Fig. 1: met1 routing
Scale: 4 px per um. Cells faint in the background.
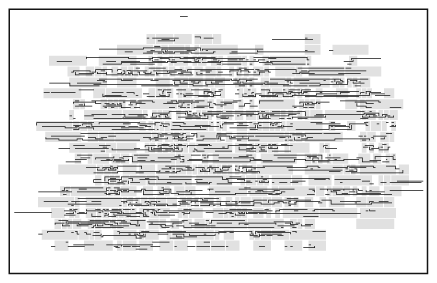
Fig. 2: metal 2
Scale: 4 px per um.
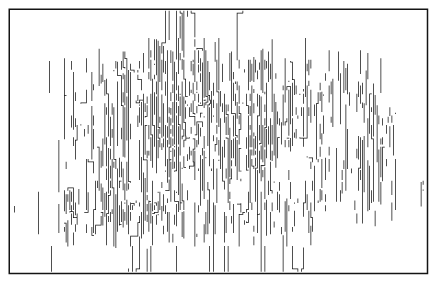
Fig. 3: M3 wires
Scale: 3 px per um. Cells faint in the background.
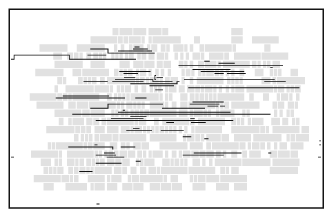
Fig. 4: met4 routing
Scale: 3 px per um. Cells faint in the background.
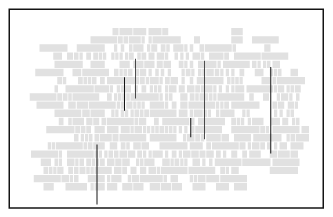
Fig. 5: track usage over the die
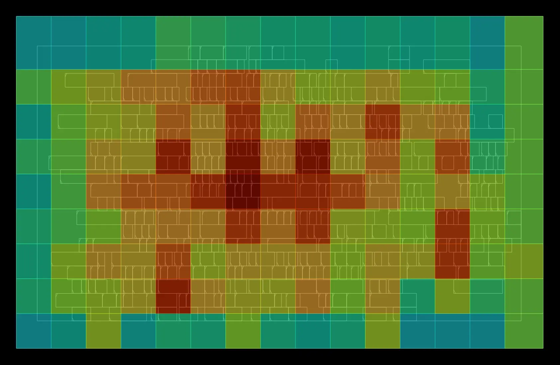
`config.mk`:
```
export PLATFORM = sky130hd
export DESIGN_NAME = cpld_romcfg_flat
export DESIGN_NICKNAME = d
export VERILOG_FILES = /design/src/rtl/cpld_romcfg_if.sv /design/src/rtl/cpld_romcfg.sv /design/src/flat_wrapper.sv
export SDC_FILE = /design/constraint.sdc
export NUM_CORES = 1
export LEC_CHECK = 0
export ABC_AREA = 1
export CAP_MARGIN = 40
export CORE_ASPECT_RATIO = 0.6
export CORE_MARGIN = 4
export CORE_UTILIZATION = 47
export DETAILED_ROUTE_END_ITERATION = 10
export PLACE_DENSITY = 0.82
export SKIP_CTS_REPAIR_TIMING = 1
export SLEW_MARGIN = 20
export SYNTH_ARGS = -nofsm -noshare
export SYNTH_HDL_FRONTEND = slang
export SYNTH_SLANG_ARGS = --single-unit
export TNS_END_PERCENT = 1
```
`constraint.sdc`:
```
create_clock -name wclk -period 1.3 [get_ports wclk]
set_input_delay 0.26 -clock wclk [delete_from_list [all_inputs] [get_ports wclk]]
set_output_delay 0.26 -clock wclk [all_outputs]
set_load 0.005 [all_outputs]
```
`src/rtl/cpld_romcfg_if.sv`:
```
// cpld_romcfg bus bundle: decode address bits, data bus and the mapper outputs.
// The master side drives the CPU bus and the slave side is the mapper.
interface cpld_romcfg_if;
  logic       adr13;
  logic       adr10;
  logic       adr14;
  logic [7:0] data;
  logic [5:0] rom16k_cs;
  logic       romdis;
  logic       unlocked;
  logic [7:0] romsel_q;

  modport slave (
    input  adr13,
    input  adr10,
    input  adr14,
    input  data,
    output rom16k_cs,
    output romdis,
    output unlocked,
    output romsel_q
  );

  modport master (
    output adr13,
    output adr10,
    output adr14,
    output data,
    input  rom16k_cs,
    input  romdis,
    input  unlocked,
    input  romsel_q
  );
endinterface

```
`src/rtl/cpld_romcfg.sv`:
```
// cpld_romcfg: key-protected ROM socket mapper clocked by the IO-write strobe.
// Optional relock timeout is built when ROMCFG_TIMEOUT_EN is defined.
module cpld_romcfg #(
  parameter logic [7:0] KEY0 = 8'h52,
  parameter logic [7:0] KEY1 = 8'h53,
  parameter logic [7:0] KEY2 = 8'h43
`ifdef ROMCFG_TIMEOUT_EN
  ,
  parameter int TMO_W = 6
`endif
) (
  input  logic         wclk,
  input  logic         reset_b,
  cpld_romcfg_if.slave bus
);

  typedef enum logic [2:0] {
    S_LOCK,
    S_K1,
    S_K2,
    S_IDX,
    S_DATA
  } state_t;

  state_t     st_q;
  state_t     st_d;
  state_t     st_base;
  logic [2:0] idx_q;
  logic       idx_ld;
  logic       map_we;
  logic [7:0] map_q [6];
  logic [7:0] romsel_q;
  logic       is_sel;
  logic       is_cfg;
  logic       unl;
  logic       force_lock;
  logic [5:0] cand;
  logic [5:0] cs;

  assign is_sel = ~bus.adr13;
  assign is_cfg = bus.adr13 & ~bus.adr10;
  assign unl    = (st_q == S_IDX) || (st_q == S_DATA);

`ifdef ROMCFG_TIMEOUT_EN
  logic [TMO_W-1:0] tmo_q;

  assign force_lock = unl & (&tmo_q);

  // Relock timer: counts non-config writes while unlocked.
  always_ff @(posedge wclk or negedge reset_b) begin
    if (!reset_b) begin
      tmo_q <= '0;
    end else if (is_cfg || force_lock || !unl) begin
      tmo_q <= '0;
    end else begin
      tmo_q <= tmo_q + 1'b1;
    end
  end
`else
  assign force_lock = 1'b0;
`endif

  // Unlock protocol and index/data sequencing.
  always_comb begin
    st_base = force_lock ? S_LOCK : st_q;
    st_d    = st_base;
    idx_ld  = 1'b0;
    map_we  = 1'b0;
    if (is_cfg) begin
      unique case (st_base)
        S_LOCK: begin
          if (bus.data == KEY0) st_d = S_K1;
        end
        S_K1: begin
          unique case (1'b1)
            (bus.data == KEY1): st_d = S_K2;
            (bus.data == KEY0): st_d = S_K1;
            default:            st_d = S_LOCK;
          endcase
        end
        S_K2: begin
          unique case (1'b1)
            (bus.data == KEY2): st_d = S_IDX;
            (bus.data == KEY0): st_d = S_K1;
            default:            st_d = S_LOCK;
          endcase
        end
        S_IDX: begin
          if (bus.data[7]) begin
            st_d = S_LOCK;
          end else begin
            idx_ld = 1'b1;
            if (bus.data[2:0] <= 3'd5) st_d = S_DATA;
          end
        end
        S_DATA: begin
          map_we = 1'b1;
          st_d   = S_IDX;
        end
        default: st_d = S_LOCK;
      endcase
    end
  end

  // State, index and ROM-select capture.
  always_ff @(posedge wclk or negedge reset_b) begin
    if (!reset_b) begin
      st_q     <= S_LOCK;
      idx_q    <= 3'd0;
      romsel_q <= 8'h00;
    end else begin
      st_q <= st_d;
      if (idx_ld) idx_q <= bus.data[2:0];
      if (is_sel) romsel_q <= bus.data;
    end
  end

  // Socket map: entry 0 replaces lower ROM, 1..5 serve ROMs 0..4.
  always_ff @(posedge wclk or negedge reset_b) begin
    if (!reset_b) begin
      map_q[0] <= 8'hC0;
      map_q[1] <= 8'h80;
      map_q[2] <= 8'h81;
      map_q[3] <= 8'h82;
      map_q[4] <= 8'h83;
      map_q[5] <= 8'h84;
    end else if (map_we) begin
      map_q[idx_q] <= {bus.data[7:6], 2'b00, bus.data[3:0]};
    end
  end

  // Candidate sockets for the current window.
  always_comb begin
    cand = '0;
    for (int i = 0; i < 6; i++) begin
      if (bus.adr14) begin
        cand[i] = map_q[i][7] & ~map_q[i][6] &
                  (romsel_q == {4'h0, map_q[i][3:0]});
      end else begin
        cand[i] = map_q[i][7] & map_q[i][6];
      end
    end
  end

  // Lowest-numbered candidate wins.
  always_comb begin
    cs = '0;
    for (int i = 5; i >= 0; i--) begin
      if (cand[i]) cs = 6'(1 << i);
    end
  end

  assign bus.rom16k_cs = cs;
  assign bus.romdis    = |cs;
  assign bus.unlocked  = unl;
  assign bus.romsel_q  = romsel_q;

endmodule

```
`src/flat_wrapper.sv`:
```
// flat-port wrapper written by rule: the top's interface ports become plain ports
module cpld_romcfg_flat 
#(
  parameter logic [7:0] KEY0 = 8'h52,
  parameter logic [7:0] KEY1 = 8'h53,
  parameter logic [7:0] KEY2 = 8'h43

)
  (wclk, reset_b, bus_adr13, bus_adr10, bus_adr14, bus_data, bus_rom16k_cs, bus_romdis, bus_unlocked, bus_romsel_q);
  cpld_romcfg_if bus_i ();
  input  logic wclk;
  input  logic reset_b;
  input wire logic [$bits(bus_i.adr13)-1:0] bus_adr13;
  input wire logic [$bits(bus_i.adr10)-1:0] bus_adr10;
  input wire logic [$bits(bus_i.adr14)-1:0] bus_adr14;
  input wire logic [$bits(bus_i.data)-1:0] bus_data;
  output wire logic [$bits(bus_i.rom16k_cs)-1:0] bus_rom16k_cs;
  output wire logic [$bits(bus_i.romdis)-1:0] bus_romdis;
  output wire logic [$bits(bus_i.unlocked)-1:0] bus_unlocked;
  output wire logic [$bits(bus_i.romsel_q)-1:0] bus_romsel_q;
  assign bus_i.adr13 = bus_adr13;
  assign bus_i.adr10 = bus_adr10;
  assign bus_i.adr14 = bus_adr14;
  assign bus_i.data = bus_data;
  assign bus_rom16k_cs = bus_i.rom16k_cs;
  assign bus_romdis = bus_i.romdis;
  assign bus_unlocked = bus_i.unlocked;
  assign bus_romsel_q = bus_i.romsel_q;
  cpld_romcfg #(.KEY0(KEY0), .KEY1(KEY1), .KEY2(KEY2)) u_core (.wclk(wclk), .reset_b(reset_b), .bus(bus_i));
endmodule
```
==> results.json <==
{
  "synth.distinct_cells": 24,
  "grt_pass1_wl_mm": 11.07,
  "pin_count": 29,
  "synth_top_area_share_pct": 36.45,
  "gp_congestion": 0.9376,
  "cp.required_ns": 1.04,
  "async_reset_ff_share_pct": 100.0,
  "worstPathArrival_ns": 1.85,
  "max_freq_mhz": 474.2,
  "ys_ff": 50,
  "track_usage_pct": 20.76,
  "synthToLayoutAreaGrowth_pct": 38.75,
  "ys_seq_share_pct": 48.54,
  "numPlacedInstances": 481,
  "hpwlAfterDp_mm": 5.066,
  "status": "finished, violations left",
  "irDropWorstVdd_v": 0.0006871,
  "startpoint_type": "flip-flop",
  "core_um2": 5205,
  "rsz0062_at_grt": "yes",
  "met2_usage_pct": 30.50,
  "cp_cell_sequence": "buf_6, buf_6, xor2_1, nor2_1, nand3_1, nand2_1, nand2_1, nand2_1, inv_1, nand3_2, buf_6",
  "first_pass_iters": 5,
  "violations": "setup timing",
  "r2r_setup_slack_ns": -0.14,
  "crit_slowest_cell": "dfrtp_2",
  "setup_viol": 49,
  "edf_count": 0,
  "slew_headroom_pct": 79.31,
  "hold_class": "in2async",
  "utilization_pct": 69.54,
  "finalSetupTns_ns": -9.104,
  "cap_viol_max_count": 0,
  "ant_nets": 0,
  "fp_nets": 370,
  "cellPowerDensity_nw_per_um2": 1338,
  "hold_violations": 0,
  "die_w_um": 104.2,
  "holdWs_ns": 0.4710,
  "tightest_slew_ns": 0.3079,
  "crit_type": "reg2out",
  "clock_path_buffers": 2,
  "initCoreUtil_pct": 50.12,
  "top_cells_by_count": "nand2_1, inv_1, nor2_1",
  "dieArea_um2": 6846,
  "clock_latency_ns": 0.31,
  "cts_sinks": 50,
  "drc": 0,
  "ys_cells": 357,
  "clk_pin_slew_worst_paths_ns": 0.10,
  "layoutNonFillerInstCount": 504,
  "drt_iter0_drc": 233,
  "routedWlPerCell_um": 14.82,
  "leakagePower_nw": 1.910,
  "drive_gt1_share_pct": 29.22,
  "setup_slack_ns": -0.8089,
  "io_buffers": 28,
  "cp_slowest_stage_delay_ns": 0.48,
  "finalCriticalPeriod_ns": 2.109,
  "routed_via_density": 5.278,
  "gr-total-overflow": 0,
  "fin_nets": 450,
  "synthCells": 357
}
## Picture notes: Fig. 1
main direction: horizontal
longest straight run: 31.1 um
nets with wire on the layer: 426
share of all routed wire: 45%

## Picture notes: Fig. 2
longest straight run: 27.9 um
nets with wire on the layer: 365

## Picture notes: Fig. 3
share of all routed wire: 9.5%
main direction: horizontal

## Picture notes: Fig. 4
share of all routed wire: 1.4%
longest straight run: 28.6 um
main direction: vertical
via count: 2660
Post-Route WL: 7.471 mm

## Picture notes: Fig. 5
GR met1 Demand/Resource: 29.55%
grt peak-use layer: met2

[kinds of logic (layout without fill, tap and decap cells)]
family	Yosys count	after routing	share of synthesized area, %
and+or+nand+nor	194	194	30.26
AOI/OAI and AO/OA	55	55	11.37
buffers and inverters	53	134	8.154
DFF	50	50	48.54
xor gates and xnor gates	5	5	1.679
[how the worst max path moves through the flow]
| stage | start | endpoint | slack, ns | depth (start not counted) |
|---|---|---|---|---|
| floorplan | u_core.bus.romsel_q[3]$_DFFE_PN0N_ | bus_rom16k_cs[4] | -0.1 | 10 |
| global placement | bus_adr14 | bus_romdis | -0.89 | 12 |
| detailed placement | bus_adr14 | bus_romdis | -0.97 | 12 |
| CTS | u_core.bus.romsel_q[3]$_DFFE_PN0N_ | bus_rom16k_cs[2] | -1.14 | 10 |
| global route | u_core.bus.romsel_q[3]$_DFFE_PN0N_ | bus_romdis | -0.86 | 11 |
| finish | u_core.bus.romsel_q[3]$_DFFE_PN0N_ | bus_romdis | -0.81 | 11 |
[state kept, by name, summed over array words and instances, names as in the netlist]
register             count
u_core.idx_q             3
u_core.st_base           3
u_core.bus.romsel_q      8
u_core.map_q            36
[metal layers]
| layer | vias up | routed length (um) |
|---|---|---|
| li1 | 1279 | - |
| met1 | 1242 | 3354 |
| met2 | 125 | 3305 |
| met3 | 14 | 706 |
| met4 | 0 | 104 |
| met5 | - | 0 |
[per-stage QoR]
stage	area (um2)	total power [W]	worst slack, ns
floorplan	2635	0.003010	-0.09819
global placement	3236	0.003554	-0.8883
detailed placement	3236	0.003618	-0.9722
CTS	3341	0.004644	-1.137
global route	3620	0.005134	-0.8583
finish	3620	0.004842	-0.8089
[critical path: cells and delay by family (launching register included)]
kind	cells	cell delay, ns
xor+xnor	1	0.15
simple gates	6	0.52
buf+inv	4	0.39
flops	1	0.48
[layout by cell type (no fill, tap or decap), types with 2 or more instances in the layout]
cell type	n
nand2_1	109
buf_4	42
inv_1	36
dfrtp_1	34
nor2_1	33
o21ai_1	31
nand2_2	16
o21ai_0	16
nand3_1	15
clkdlybuf4s50_1	12
buf_6	12
dfstp_2	12
dlymetal6s2s_1	10
nor2_2	7
clkbuf_8	7
o21ai_2	5
xor2_1	4
inv_2	4
dfrtp_2	4
inv_4	3
nand4_1	3
nand3_2	3
clkbuf_2	3
nor3_2	2
nor3_1	2
buf_2	2
[area by class of cell]
cell class | count | area [um2]
fill | 384 | 1585
clock buffer | 7 | 96.34
timing repair buffer | 83 | 750.7
multi-input combinational | 254 | 1241
clock inverter | 1 | 8.758
sequential | 50 | 1271
tap | 66 | 82.58
inverter | 43 | 168.9
[report_power, final]
| part | switching, W | internal (W) | leakage [nW] | total, W |
|---|---|---|---|---|
| sequential | 0.000278 | 0.00194 | 0.625 | 0.00222 |
| clock | 0.000551 | 0.000489 | 0.0544 | 0.00104 |
| combinational | 0.000855 | 0.000728 | 1.23 | 0.00158 |
Power is estimated from default activity; no workload was simulated.
